File: src/rtl/thread_scheduler_pkg.sv
// -----------------------------------------------------------------------------
// thread_scheduler_pkg
//   Shared types for the barrel-thread issue scheduler.
//   - sched_state_t : scheduler sequencing states
//   - thread_cmd_t  : encoding of the i_cmd_op thread command field
//   - sched_wait_width() : width of the INIT/DRAIN wait counter
// -----------------------------------------------------------------------------
package thread_scheduler_pkg;

  typedef enum logic [1:0] {
    SCHED_INIT,
    SCHED_RUN,
    SCHED_DRAIN,
    SCHED_HALTED
  } sched_state_t;

  typedef enum logic [1:0] {
    CMD_NOP,
    CMD_START,
    CMD_STOP,
    CMD_RSVD
  } thread_cmd_t;

  // The wait counter must reach EXE_STAGE+1 (the longest wait, in INIT).
  function automatic int unsigned sched_wait_width(input int unsigned exe_stage);
    return $clog2(exe_stage + 2);
  endfunction

endpackage : thread_scheduler_pkg

File: src/rtl/thread_index_pipe.sv
// -----------------------------------------------------------------------------
// thread_index_pipe
//   Fixed-latency {index, valid} delay line. The output pair is the input pair
//   from exactly DEPTH clock cycles earlier. Asynchronous reset clears every
//   stage, so no stale valid can emerge after reset.
// Ports
//   clk      in   1       clock, posedge
//   reset    in   1       asynchronous, active-high
//   i_index  in   WIDTH   index entering the line
//   i_valid  in   1       valid entering the line
//   o_index  out  WIDTH   index delayed DEPTH cycles
//   o_valid  out  1       valid delayed DEPTH cycles
// -----------------------------------------------------------------------------
module thread_index_pipe #(
  parameter int unsigned DEPTH = 7,
  parameter int unsigned WIDTH = 4
) (
  input  logic             clk,
  input  logic             reset,
  input  logic [WIDTH-1:0] i_index,
  input  logic             i_valid,
  output logic [WIDTH-1:0] o_index,
  output logic             o_valid
);

  logic [WIDTH-1:0] index_q [DEPTH];
  logic [WIDTH-1:0] index_d [DEPTH];
  logic [DEPTH-1:0] valid_q;
  logic [DEPTH-1:0] valid_d;

  always_comb begin
    index_d[0] = i_index;
    valid_d    = '0;
    valid_d[0] = i_valid;
    for (int unsigned i = 1; i < DEPTH; i++) begin
      index_d[i] = index_q[i-1];
      valid_d[i] = valid_q[i-1];
    end
  end

  always_ff @(posedge clk or posedge reset) begin
    if (reset) begin
      for (int unsigned i = 0; i < DEPTH; i++) begin
        index_q[i] <= '0;
      end
      valid_q <= '0;
    end else begin
      index_q <= index_d;
      valid_q <= valid_d;
    end
  end

  assign o_index = index_q[DEPTH-1];
  assign o_valid = valid_q[DEPTH-1];

endmodule : thread_index_pipe

File: src/rtl/thread_scheduler.sv
// -----------------------------------------------------------------------------
// thread_scheduler
//   Barrel-thread issue scheduler. A free-running slot counter selects one
//   thread per cycle (round-robin over NUM_THREADS) and doubles as the PC file
//   read index; the same index delayed EXE_STAGE cycles is the PC write-back
//   index. Issue is gated by a per-thread active mask updated by START/STOP
//   commands, and by the sequencing FSM (INIT -> RUN <-> DRAIN -> HALTED).
// Ports
//   clk                     in   1        clock, posedge
//   reset                   in   1        asynchronous, active-high
//   i_cmd_valid             in   1        thread command request
//   o_cmd_ready             out  1        command accepted when valid && ready
//   i_cmd_op                in   2        NOP / START / STOP / reserved (NOP)
//   i_cmd_thread            in   IDX      target thread of the command
//   i_halt_all              in   1        level, request global halt
//   i_resume                in   1        pulse, leave HALTED
//   o_thread_index_counter  out  IDX      issue slot (PC file read index)
//   o_issue_valid           out  1        slot carries a live instruction
//   o_thread_index_execute  out  IDX      slot delayed EXE_STAGE (write index)
//   o_exe_valid             out  1        issue valid delayed EXE_STAGE
//   o_active_mask           out  NT       current active mask
//   o_halted                out  1        scheduler is HALTED
// -----------------------------------------------------------------------------
module thread_scheduler
  import thread_scheduler_pkg::*;
#(
  parameter int unsigned                NUM_THREADS = 16,
  parameter int unsigned                EXE_STAGE   = 7,
  parameter logic [NUM_THREADS-1:0]     BOOT_MASK   = NUM_THREADS'(1)
) (
  input  logic                           clk,
  input  logic                           reset,
  input  logic                           i_cmd_valid,
  output logic                           o_cmd_ready,
  input  logic [1:0]                     i_cmd_op,
  input  logic [$clog2(NUM_THREADS)-1:0] i_cmd_thread,
  input  logic                           i_halt_all,
  input  logic                           i_resume,
  output logic [$clog2(NUM_THREADS)-1:0] o_thread_index_counter,
  output logic                           o_issue_valid,
  output logic [$clog2(NUM_THREADS)-1:0] o_thread_index_execute,
  output logic                           o_exe_valid,
  output logic [NUM_THREADS-1:0]         o_active_mask,
  output logic                           o_halted
);

  localparam int unsigned IDX_W  = $clog2(NUM_THREADS);
  localparam int unsigned WAIT_W = sched_wait_width(EXE_STAGE);

  // INIT lasts EXE_STAGE+2 cycles, DRAIN lasts EXE_STAGE+1 cycles; the wait
  // counter starts at 0 on entry, so the last cycle is one less than the length.
  localparam logic [WAIT_W-1:0] INIT_LAST  = WAIT_W'(EXE_STAGE + 1);
  localparam logic [WAIT_W-1:0] DRAIN_LAST = WAIT_W'(EXE_STAGE);

  sched_state_t           state_q, state_d;
  logic [WAIT_W-1:0]      wait_q, wait_d;
  logic [IDX_W-1:0]       counter_q, counter_d;
  logic [NUM_THREADS-1:0] mask_q, mask_d;
  logic                   issue_valid_q, issue_valid_d;
  logic                   cmd_fire;

  // ---------------------------------------------------------------------------
  // FSM: state register
  // ---------------------------------------------------------------------------
  always_ff @(posedge clk or posedge reset) begin
    if (reset) begin
      state_q <= SCHED_INIT;
      wait_q  <= '0;
    end else begin
      state_q <= state_d;
      wait_q  <= wait_d;
    end
  end

  // ---------------------------------------------------------------------------
  // FSM: next-state logic
  // ---------------------------------------------------------------------------
  always_comb begin
    state_d = state_q;
    wait_d  = wait_q;
    unique case (state_q)
      SCHED_INIT: begin
        // Give the PC file time to be loaded with the startup address.
        if (wait_q == INIT_LAST) begin
          state_d = SCHED_RUN;
          wait_d  = '0;
        end else begin
          wait_d = wait_q + 1'b1;
        end
      end
      SCHED_RUN: begin
        if (i_halt_all) begin
          state_d = SCHED_DRAIN;
          wait_d  = '0;
        end
      end
      SCHED_DRAIN: begin
        // Wait until every slot issued in RUN has left the execute pipe.
        if (wait_q == DRAIN_LAST) begin
          state_d = SCHED_HALTED;
          wait_d  = '0;
        end else begin
          wait_d = wait_q + 1'b1;
        end
      end
      SCHED_HALTED: begin
        // A held halt request wins over resume.
        if (!i_halt_all && i_resume) begin
          state_d = SCHED_RUN;
        end
      end
      default: begin
        state_d = SCHED_INIT;
        wait_d  = '0;
      end
    endcase
  end

  // ---------------------------------------------------------------------------
  // FSM: output logic
  // ---------------------------------------------------------------------------
  always_comb begin
    o_cmd_ready = 1'b0;
    o_halted    = 1'b0;
    unique case (state_q)
      SCHED_RUN:    o_cmd_ready = 1'b1;
      SCHED_HALTED: begin
        o_cmd_ready = 1'b1;
        o_halted    = 1'b1;
      end
      default: ;
    endcase
  end

  // ---------------------------------------------------------------------------
  // Slot counter, active mask and issue valid
  // ---------------------------------------------------------------------------
  assign cmd_fire = i_cmd_valid && o_cmd_ready;

  always_comb begin
    // Free-running; natural overflow provides the NT-1 -> 0 wrap.
    counter_d = counter_q + 1'b1;

    mask_d = mask_q;
    if (cmd_fire) begin
      unique case (thread_cmd_t'(i_cmd_op))
        CMD_START: mask_d[i_cmd_thread] = 1'b1;
        CMD_STOP:  mask_d[i_cmd_thread] = 1'b0;
        default:   ;
      endcase
    end

    // Registered from next-cycle terms so issue valid lines up with the
    // counter value it belongs to; a command accepted in this cycle therefore
    // affects only later slots.
    issue_valid_d = (state_d == SCHED_RUN) && mask_d[counter_d];
  end

  always_ff @(posedge clk or posedge reset) begin
    if (reset) begin
      counter_q     <= '0;
      mask_q        <= BOOT_MASK;
      issue_valid_q <= 1'b0;
    end else begin
      counter_q     <= counter_d;
      mask_q        <= mask_d;
      issue_valid_q <= issue_valid_d;
    end
  end

  assign o_thread_index_counter = counter_q;
  assign o_issue_valid          = issue_valid_q;
  assign o_active_mask          = mask_q;

  // ---------------------------------------------------------------------------
  // Issue -> execute delay line (PC write-back index)
  // ---------------------------------------------------------------------------
  thread_index_pipe #(
    .DEPTH (EXE_STAGE),
    .WIDTH (IDX_W)
  ) u_index_pipe (
    .clk     (clk),
    .reset   (reset),
    .i_index (counter_q),
    .i_valid (issue_valid_q),
    .o_index (o_thread_index_execute),
    .o_valid (o_exe_valid)
  );

endmodule : thread_scheduler

File: config.mk
export PLATFORM = sky130hd
export DESIGN_NAME = thread_scheduler
export DESIGN_NICKNAME = d
export VERILOG_FILES = /design/src/rtl/thread_scheduler_pkg.sv /design/src/rtl/thread_index_pipe.sv /design/src/rtl/thread_scheduler.sv
export SDC_FILE = /design/constraint.sdc
export NUM_CORES = 1
export LEC_CHECK = 0
export ABC_CLOCK_PERIOD_IN_PS = 2100
export CORE_MARGIN = 1.5
export CORE_UTILIZATION = 48
export DETAILED_ROUTE_END_ITERATION = 8
export PLACE_DENSITY = 0.85
export SLEW_MARGIN = 5
export SYNTH_ARGS = -nofsm -noshare
export SYNTH_HDL_FRONTEND = slang
export SYNTH_SLANG_ARGS = --single-unit
File: constraint.sdc
create_clock -name clk -period 2.1 [get_ports clk]
set_input_delay 0.42 -clock clk [delete_from_list [all_inputs] [get_ports clk]]
set_output_delay 0.42 -clock clk [all_outputs]
set_load 0.05 [all_outputs]
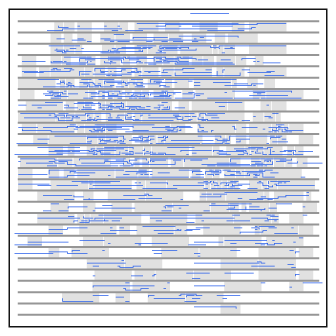
Figure 1: run 1, signal wires on met1.
Supply wires on this layer in gray.
The wires run mostly horizontal. The layer carries 2,630 um of wire. 280 nets have wire on it. The longest straight run is 25.8 um. The layer holds 41% of the routed length.
Post-Route WL: 6420 um
met1 Usage GRT: 29.6%

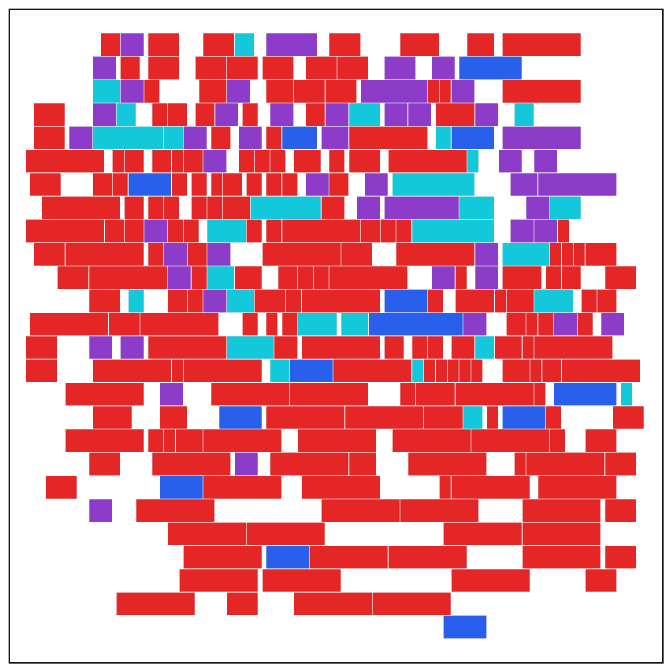
Figure 2: run 1, cell sizes after repair.
Key: x1 and smaller = red [cells 209, share 70%, most used dfrtp_1]; x3 and x4 = purple [cells 49, share 16%, most used buf_4]; x6 and larger = blue [cells 13, share 4.3%, most used clkbuf_8]; x2 = cyan [cells 28, share 9.4%]

==> impl_metrics.toml, run 1 <==
# generated from flow reports
[cells_and_area]
drive_above_1_share_pct = 30.1
nNetsFinal = 315
layoutNonFillerInstCount = 369
mi_logic_area_um2 = 1000
nMultiInputCombCells = 134
n_all_buffers = 77
flops = 62

[power_and_ir_drop]
power.density_nw_per_um2 = 1110
powerSeq_mw = 1.49
clkPwrFrac_pct = 25.0
ir_drop_mv = 0.665
p_leak_nw = 1.60
p_comb_share_pct = 37.3
switching_share_pct = 36.6

[grt]
grt_use_met3_pct = 9.82
grt_pass1_vias = 2115

[run_status]
violations = "negative setup slack"
status = "finished with violations"

[worst_setup_path]
reg2reg_slack_ps = -240
r2r_cells = 9
crit_start = "state_q[1]"
critPathBufInv = 1
cp_top_family = "AND-OR/OR-AND gates"

[drt]
wl_met1_um = 2630
ant_nets = 0
top_layer = "met4"
drc_errors = 0
num_vias = 2109

[flow_run]
tool_warnings = 35

[sta]
setup_slack_ps = -237
finalSetupViolations = 1
fin_tns_setup_ps = -237
relSlewSlack_pct = 64.1
holdWs_ps = 341

[cts]
clk_pin_slew_worst_paths_ps = 70
ctsRootBufferMaster = "clkbuf_8"
cts_buffers = 9

[logic_synthesis]
ys_async_sr_fraction_pct = 100
ys_warn_count = 0
syn-cell-area_um2 = 2570
ys_seq_share_pct = 60.5

[floorplan]
num_tap_cells = 70
die_w_um = 76.1
io_pins = 39
die_area_um2 = 5800

[placed_design]
place_ws_ps = -750
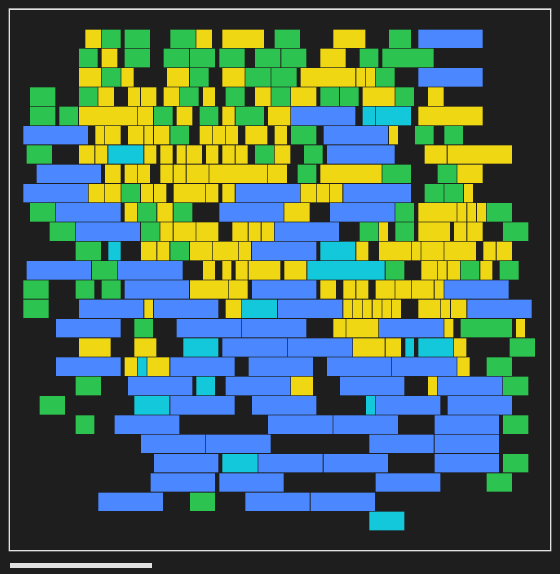
Figure 3: run 1, placement by cell class.
The bar under the picture is 20 um long.
Key: registers = blue [cells 62]; remaining logic cells = yellow [cells 144]; clock drivers and dummy loads = cyan [cells 16]; remaining buffers and delay cells = green [cells 77]

Figure 4. Clock wires, drivers and flops (run 1).
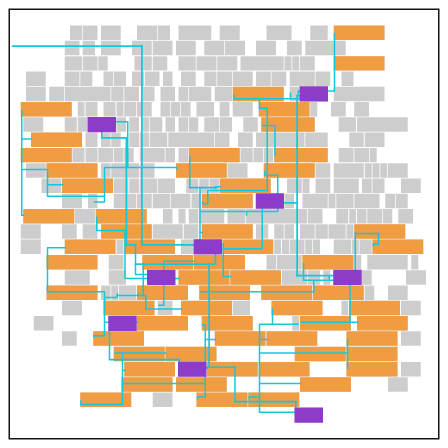

--- run 2 (diff from run 1) ---
GPL_TIMING_DRIVEN = 0   (was unset)
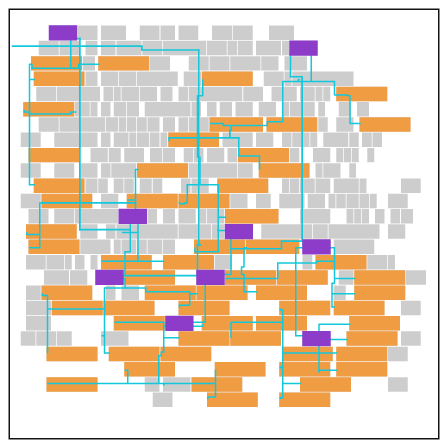
Figure 5: run 2, clock wires, drivers and flops.
Key: clock wires = cyan [length 747 um]; clock-net drivers = purple [count 9]; flip-flops = orange [count 62]
There are 10 routed clock nets.

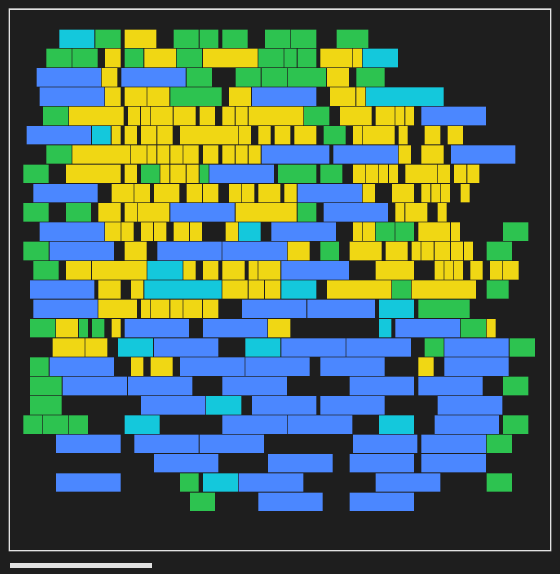
Figure 6: run 2, placement by cell class.
The bar under the picture is 20 um long.
Key: clock drivers and dummy loads = cyan [cells 16]; registers = blue [cells 62]; remaining buffers and delay cells = green [cells 60]; remaining logic cells = yellow [cells 144]
core area: 5140 um2
design area: 3550 um2
flop share of the area: 43.8%
post-layout util: 69.1%

==> run 2 against run 1 <==
  * The run still ends with negative setup slack left
  * Final cell count down 4.6%
  * Clock power up about 20%
  * Global-route usage down 2.5 points
  * Largest power group unchanged
  * Synthesized cell count unchanged
==> impl_metrics.toml, run 2 <==
# generated from flow reports
[drt]
num_vias = 1960
wirelength_um = 5990
top_layer = "met4"
wl_met1_um = 2440
ant_nets = 0

[cts]
cts_buffers = 9
ctsRootBufferMaster = "clkbuf_8"
clk_pin_slew_worst_paths_ps = 70

[flow_run]
tool_warnings = 35

[logic_synthesis]
ys_seq_share_pct = 60.5
syn-cell-area_um2 = 2570

[placed_design]
place_ws_ps = -786

[cells_and_area]
drive_above_1_share_pct = 26.2
layoutNonFillerInstCount = 352
n_all_buffers = 60
nMultiInputCombCells = 134
nNetsFinal = 298

[power_and_ir_drop]
powerSeq_mw = 1.49
clkPwrFrac_pct = 29.3
switching_share_pct = 35.5
p_comb_share_pct = 33.7
ir_drop_mv = 0.819
power.density_nw_per_um2 = 1140

[sta]
holdWs_ps = 346
finalSetupViolations = 1
setup_slack_ps = -326

[run_status]
status = "finished with violations"
violations = "negative setup slack"

[floorplan]
num_tap_cells = 70
io_pins = 39
die_area_um2 = 5800

[grt]
grt_use_met3_pct = 4.19

[worst_setup_path]
crit_start = "i_cmd_thread[0]"
r2r_cells = 9
cp_top_family = "AND-OR/OR-AND gates"
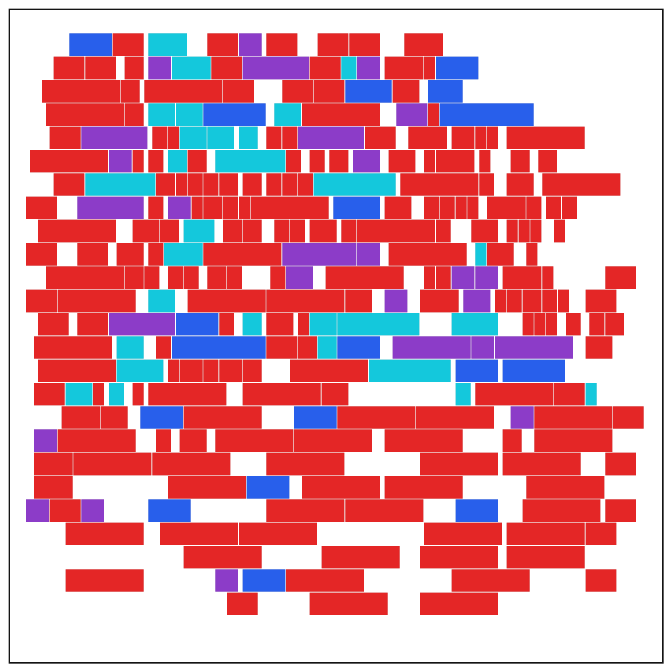
Figure 7: run 2, cell sizes after repair.
Key: x3 and x4 = purple [cells 27, share 9.6%, most used buf_4]; x2 = cyan [cells 29, share 10%, most used a21oi_2]; x6 and larger = blue [cells 18, share 6.4%, most used clkbuf_8]; x1 and smaller = red [cells 208, share 74%, most used dfrtp_1]

Figure 8. Signal wires on met1 (run 2).
Supply wires on this layer in gray.
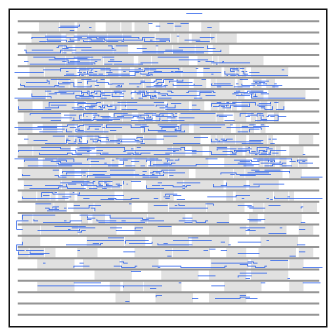

--- run 3 (diff from run 2) ---
CORE_UTILIZATION = 50   (was 48)
CTS_BUF_LIST = sky130_fd_sc_hd__clkbuf_8   (was unset)
PLACE_DENSITY = 0.76   (was 0.85)
SLEW_MARGIN = unset   (was 5)
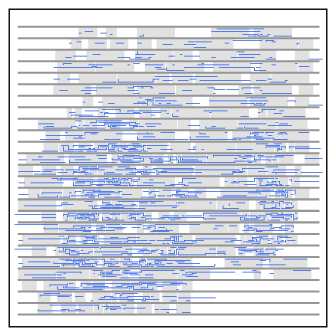
Figure 9: run 3, signal wires on met1.
Supply wires on this layer in gray.
The layer carries 2,520 um of wire. 277 nets have wire on it. The longest straight run is 25.8 um.
Post-Route WL: 5930 um
routed vias: 1,960
met1 Usage GRT: 28.4%

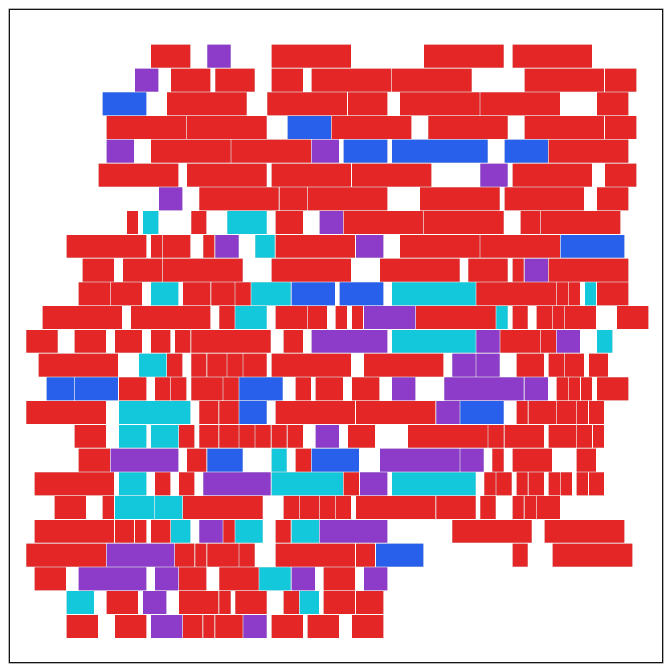
Figure 10: run 3, cell sizes after repair.
Non-CTS buffers: 64
Final WS setup: -280 ps
P&R area growth vs syn: 37.9%
design area: 3540 um2

==> run 3 against run 2 <==
  * The flow still finishes with violations (negative setup slack)
  * Non-clock buffer count rose by 4
  * Clock skew up 4.8 ps
  * Final cell count grew 0.28%
  * Design area down 0.35%
  * Synthesized area unchanged
  * Critical path type is now reg -> reg
  * Largest cell class unchanged
==> impl_metrics.toml, run 3 <==
# generated from flow reports
[run_status]
status = "finished with violations"
violations = "negative setup slack"

[worst_setup_path]
reg2reg_slack_ps = -280
cpMaxStageDelayCell = "mux4_2"
crit_fanout = 5
crit_start = "state_q[1]"
r2r_cells = 11
cp_top_family = "simple AND/OR/NAND/NOR gates"
critPathBufInv = 3

[power_and_ir_drop]
power.density_nw_per_um2 = 1100
switching_share_pct = 37.5
ir_drop_mv = 0.699
powerSeq_mw = 1.49
p_leak_nw = 1.60
clkPwrFrac_pct = 26.9
p_comb_share_pct = 35.0

[logic_synthesis]
ys_seq_share_pct = 60.5
ys_warn_count = 0
synthDistinctLibCells = 43
ys_async_sr_fraction_pct = 100
top_cells_by_count = "61 x dfrtp_1, 18 x a21oi_1, 18 x o21ai_0"
syn-cell-area_um2 = 2570
largest_area_cell = "dfrtp_1"
ys.flops = 62

[cells_and_area]
nMultiInputCombCells = 134
mi_logic_area_um2 = 1060
layoutNonFillerInstCount = 353
sh_seq_area_pct = 43.9
final_util_pct = 73.0
nNetsFinal = 302
flops = 62

[floorplan]
io_pins = 39
num_tap_cells = 67
die_area_um2 = 5570
die_w_um = 74.7

[grt]
grt_pass1_vias = 1887
antenna_found_initial = 0
grt_use_met3_pct = 8.30

[drt]
wl_met1_um = 2520
top_layer = "met4"
drc_errors = 0
ant_nets = 0

[placed_design]
place_ws_ps = -814

[sta]
setup_slack_ps = -280
relSlewSlack_pct = 60.5
holdWs_ps = 343
fin_tns_setup_ps = -280
finalSetupViolations = 1

[flow_run]
tool_warnings = 35

[cts]
ctsRootBufferMaster = "clkbuf_8"
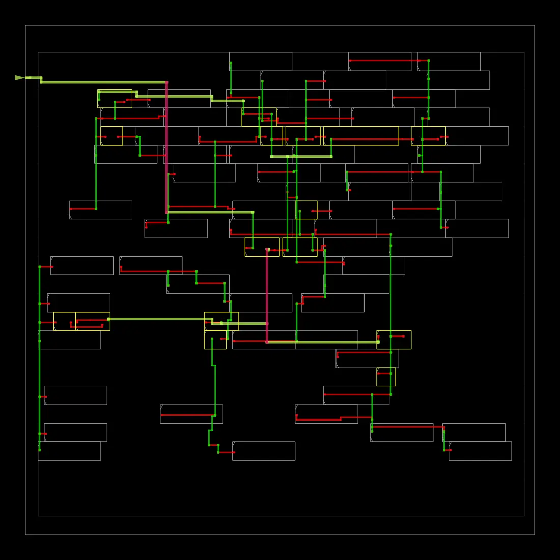
Figure 11: run 3, clock nets.
Clk Latency, worst-skew pair: 340 ps
# clock sinks: 62
power in the clock group: 1.05 mW
cts bufs inserted: 9

Power is estimated from default activity; no workload was simulated.
